===== src/rtl/tx_frame_serializer.sv =====
// Serial frame transmitter: preamble, SFD, header, 1..MAX_LEN_BYTES payload bytes, CRC-8, MSB first.
// Each line bit is held CLKS_PER_BIT cycles. The block supports abort and payload bit error injection.
module tx_frame_serializer #(
    parameter int         MAX_LEN_BYTES   = 16,
    parameter int         PREAMBLE_BITS   = 16,
    parameter logic [7:0] SFD             = 8'hAB,
    parameter logic [7:0] CRC_POLY        = 8'h07,
    parameter logic [7:0] CRC_INIT        = 8'h00,
    parameter bit         CRC_OVER_HEADER = 1'b0,
    parameter int         CLKS_PER_BIT    = 1
) (
    input  logic                       clk,
    input  logic                       rst,
    input  logic                       s_valid,
    output logic                       s_ready,
    input  logic [7:0]                 s_header,
    input  logic [8*MAX_LEN_BYTES-1:0] s_payload,
    input  logic                       inject_en,
    input  logic [7:0]                 inject_bit,
    input  logic                       abort,
    output logic                       tx_line,
    output logic                       tx_busy,
    output logic                       tx_done
);
    localparam int PW   = 8 * MAX_LEN_BYTES;
    localparam int MAXB = (PREAMBLE_BITS > PW) ? PREAMBLE_BITS : PW;
    localparam int CW   = $clog2(MAXB + 1);
    localparam int KW   = (CLKS_PER_BIT > 1) ? $clog2(CLKS_PER_BIT) : 1;

    typedef enum logic [2:0] {IDLE, PRE, SFD_ST, HDR, DATA, CRC_ST} state_t;

    typedef struct packed {
        logic [7:0]    hdr;
        logic [PW-1:0] pay;     // shifted left as bits go out; top bit is next payload bit
        logic          inj_en;
        logic [7:0]    inj_bit;
        logic [4:0]    nbytes;
    } frame_t;

    state_t        state, state_nx;
    logic [CW-1:0] cnt, cnt_nx, last_data;
    logic [KW-1:0] clk_cnt, clk_nx;
    logic [7:0]    crc, crc_nx;
    frame_t        frm, frm_nx;
    logic          line_nx, busy_nx, done_nx;
    logic          wrap, accept, cov, true_bit;
    logic [4:0]    len_raw;

    function automatic logic [7:0] crc_step(input logic [7:0] c, input logic d);
        return {c[6:0], 1'b0} ^ ((c[7] ^ d) ? CRC_POLY : 8'h00);
    endfunction

    assign s_ready   = !rst && (state == IDLE) && !abort;
    assign accept    = s_valid && s_ready;
    assign wrap      = (clk_cnt == KW'(CLKS_PER_BIT - 1));
    assign last_data = CW'(8 * int'(frm.nbytes) - 1);
    assign len_raw   = {1'b0, s_header[3:0]} + 5'd1;

    always_ff @(posedge clk or posedge rst) begin
        if (rst) begin
            state   <= IDLE;
            cnt     <= '0;
            clk_cnt <= '0;
            crc     <= CRC_INIT;
            frm     <= '0;
            tx_line <= 1'b0;
            tx_busy <= 1'b0;
            tx_done <= 1'b0;
        end else begin
            state   <= state_nx;
            cnt     <= cnt_nx;
            clk_cnt <= clk_nx;
            crc     <= crc_nx;
            frm     <= frm_nx;
            tx_line <= line_nx;
            tx_busy <= busy_nx;
            tx_done <= done_nx;
        end
    end

    always_comb begin
        state_nx = state;
        cnt_nx   = cnt;
        clk_nx   = clk_cnt;
        crc_nx   = crc;
        frm_nx   = frm;
        line_nx  = tx_line;
        busy_nx  = tx_busy;
        done_nx  = 1'b0;
        cov      = 1'b0;
        true_bit = 1'b0;

        if (state != IDLE && abort) begin
            state_nx = IDLE;
            cnt_nx   = '0;
            clk_nx   = '0;
            line_nx  = 1'b0;
            busy_nx  = 1'b0;
        end else if (state == IDLE) begin
            line_nx = 1'b0;
            if (accept) begin
                frm_nx.hdr     = s_header;
                frm_nx.pay     = s_payload;
                frm_nx.inj_en  = inject_en;
                frm_nx.inj_bit = inject_bit;
                frm_nx.nbytes  = (len_raw > 5'(MAX_LEN_BYTES)) ? 5'(MAX_LEN_BYTES) : len_raw;
                state_nx = PRE;
                cnt_nx   = '0;
                clk_nx   = '0;
                crc_nx   = CRC_INIT;
                line_nx  = 1'b1;
                busy_nx  = 1'b1;
            end
        end else begin
            clk_nx = wrap ? '0 : clk_cnt + KW'(1);
            if (wrap) begin
                cnt_nx = cnt + CW'(1);
                case (state)
                    PRE:    if (cnt == CW'(PREAMBLE_BITS - 1)) begin state_nx = SFD_ST; cnt_nx = '0; end
                    SFD_ST: if (cnt == CW'(7)) begin state_nx = HDR;  cnt_nx = '0; end
                    HDR:    if (cnt == CW'(7)) begin state_nx = DATA; cnt_nx = '0; end
                    DATA:   if (cnt == last_data) begin state_nx = CRC_ST; cnt_nx = '0; end
                    CRC_ST: if (cnt == CW'(7)) begin state_nx = IDLE; cnt_nx = '0; done_nx = 1'b1; end
                    default: state_nx = IDLE;
                endcase

                // Drive the bit selected by the next position; CRC sees the true bit.
                case (state_nx)
                    PRE:    line_nx = ~cnt_nx[0];
                    SFD_ST: line_nx = SFD[~cnt_nx[2:0]];
                    HDR: begin
                        true_bit = frm.hdr[~cnt_nx[2:0]];
                        cov      = CRC_OVER_HEADER;
                        line_nx  = true_bit;
                    end
                    DATA: begin
                        true_bit   = frm.pay[PW-1];
                        cov        = 1'b1;
                        line_nx    = true_bit ^ (frm.inj_en && (int'(cnt_nx) == int'(frm.inj_bit)));
                        frm_nx.pay = {frm.pay[PW-2:0], 1'b0};
                    end
                    CRC_ST: line_nx = crc[~cnt_nx[2:0]];
                    default: begin
                        line_nx = 1'b0;
                        busy_nx = 1'b0;
                    end
                endcase
                if (cov)
                    crc_nx = crc_step(crc, true_bit);
            end
        end
    end
endmodule


===== config.mk =====
export PLATFORM = sky130hd
export DESIGN_NAME = tx_frame_serializer
export DESIGN_NICKNAME = d
export VERILOG_FILES = /design/src/rtl/tx_frame_serializer.sv
export SDC_FILE = /design/constraint.sdc
export NUM_CORES = 1
export LEC_CHECK = 0
export ABC_CLOCK_PERIOD_IN_PS = 13820
export CAP_MARGIN = 20
export CORE_MARGIN = 5
export CORE_UTILIZATION = 40
export CTS_CLUSTER_DIAMETER = 40
export DETAILED_ROUTE_END_ITERATION = 7
export PLACE_DENSITY = 0.75
export SLEW_MARGIN = 20
export SYNTH_ARGS = -nofsm -noshare
export SYNTH_HDL_FRONTEND = slang
export SYNTH_SLANG_ARGS = --single-unit

===== constraint.sdc =====
create_clock -name clk -period 13.82 [get_ports clk]
set_input_delay 2.764 -clock clk [delete_from_list [all_inputs] [get_ports clk]]
set_output_delay 2.764 -clock clk [all_outputs]
set_load 0.03 [all_outputs]

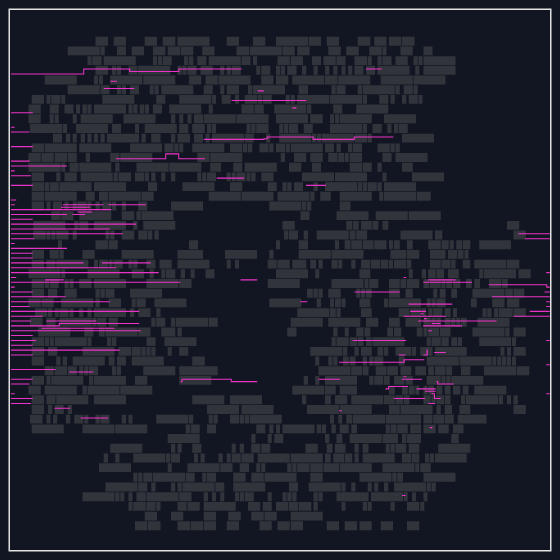
(images/met3.png)
nets with wire on the layer: 96
share of all routed wire: 6.1%
main direction: horizontal
longest straight run: 47.1 microns

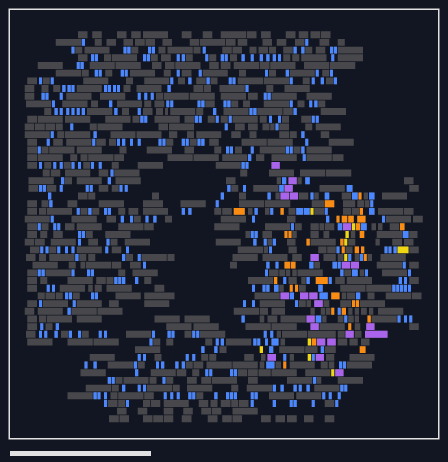
(images/gate_families.png)
The bar under the picture is 50 microns long.
[NOR gates] orange | cells: 36 | where: middle right
[XOR/XNOR gates] purple | cells: 23
[inverters] yellow | cells: 10 | where: middle right
[NAND gates] blue | cells: 362 | where: widely spread

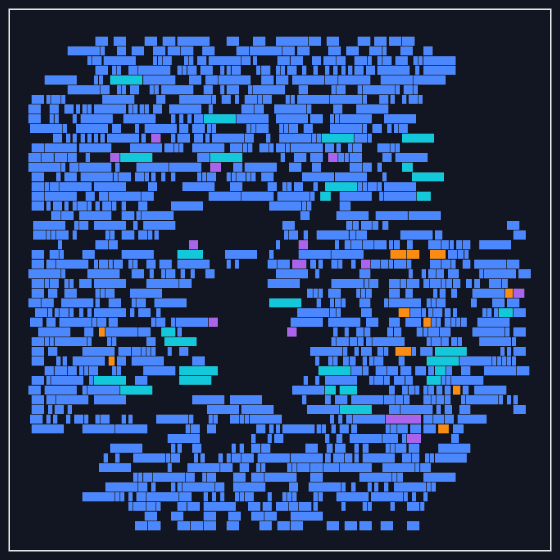
(images/drive_strength.png)
[drive 2] orange | cells: 11
[drive 1 or less] blue | cells: 964
[drive 6 and up] cyan | cells: 28
[drive 3 to 4] purple | cells: 13

==> flow_metrics.tcl <==
# metrics dict for downstream scripts
set metrics [dict create \
    areaGrowthSynthToFinish_pct 28.4 \
    rsz0062_at_grt "false" \
    finalInstanceArea_sq_um 10300 \
    warnings 31 \
    use_met2_pct 27.1 \
    grt_pass1_vias 6477 \
    first_pass_iters 7 \
    p_total_w 0.00140 \
    top_cell_area_share_pct 53.7 \
    htree_levels 4 \
    ys_top_logic_family "simple AND/OR/NAND/NOR gates" \
    end_kind "output port" \
    startpoint "abort" \
    clock-root-buffer "clkbuf_16" \
    seq_area_sq_um 4300 \
    comb_area_sq_um 3450 \
    yosys-mux-area-fraction_pct 0.999 \
    crit_cells 3 \
    violations "DRC" \
    area_leaders "dfrtp_1, nand2_1, a22oi_1, clkbuf_1, o21ai_0" \
    switchingPower_w 0.000411 \
    period_minus_slack_ns 7.18 \
    ys_sh_aoi_pct 17.8 \
    drtIter0Drc 592 \
    routed_wl_mm 19.9 \
    xor_share_pct 2.68 \
    grt-ovfl-total 0 \
    largestRegisters "frm (150), cnt (8), crc (8)" \
    route.detailed.drc 1 \
    p_leak_nw 4.75 \
    ys_sh_simple_pct 20.9 \
    status "finished with violations" \
    post_cts_buffers 0 \
    crit_fanout 7 \
]
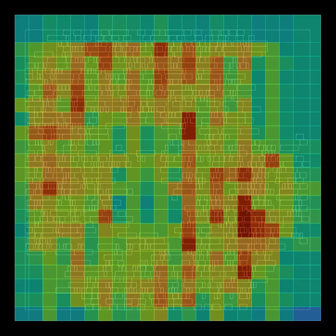
(images/final_congestion.png)
GRT busiest layer: met2
met1 Use GR: 23.3%
DR WL/cell: 15.5 microns

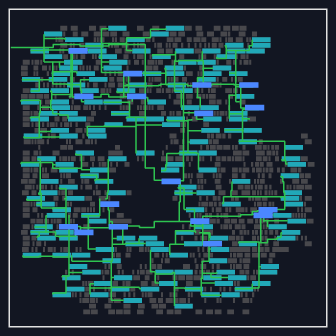
(images/clock_map.png)
[clock wires] green | length: 2190 microns
[cells driving clock nets] blue | count: 17
[flip-flops] cyan | count: 172
flops lie: widely spread
Clk power: 0.000473 W
Clock Skew: 0.0107 ns
clk ins delay skew pair: 0.43 ns
clock power share: 33.8%

Power figures rest on the tool's default switching activity, not on a simulated workload.
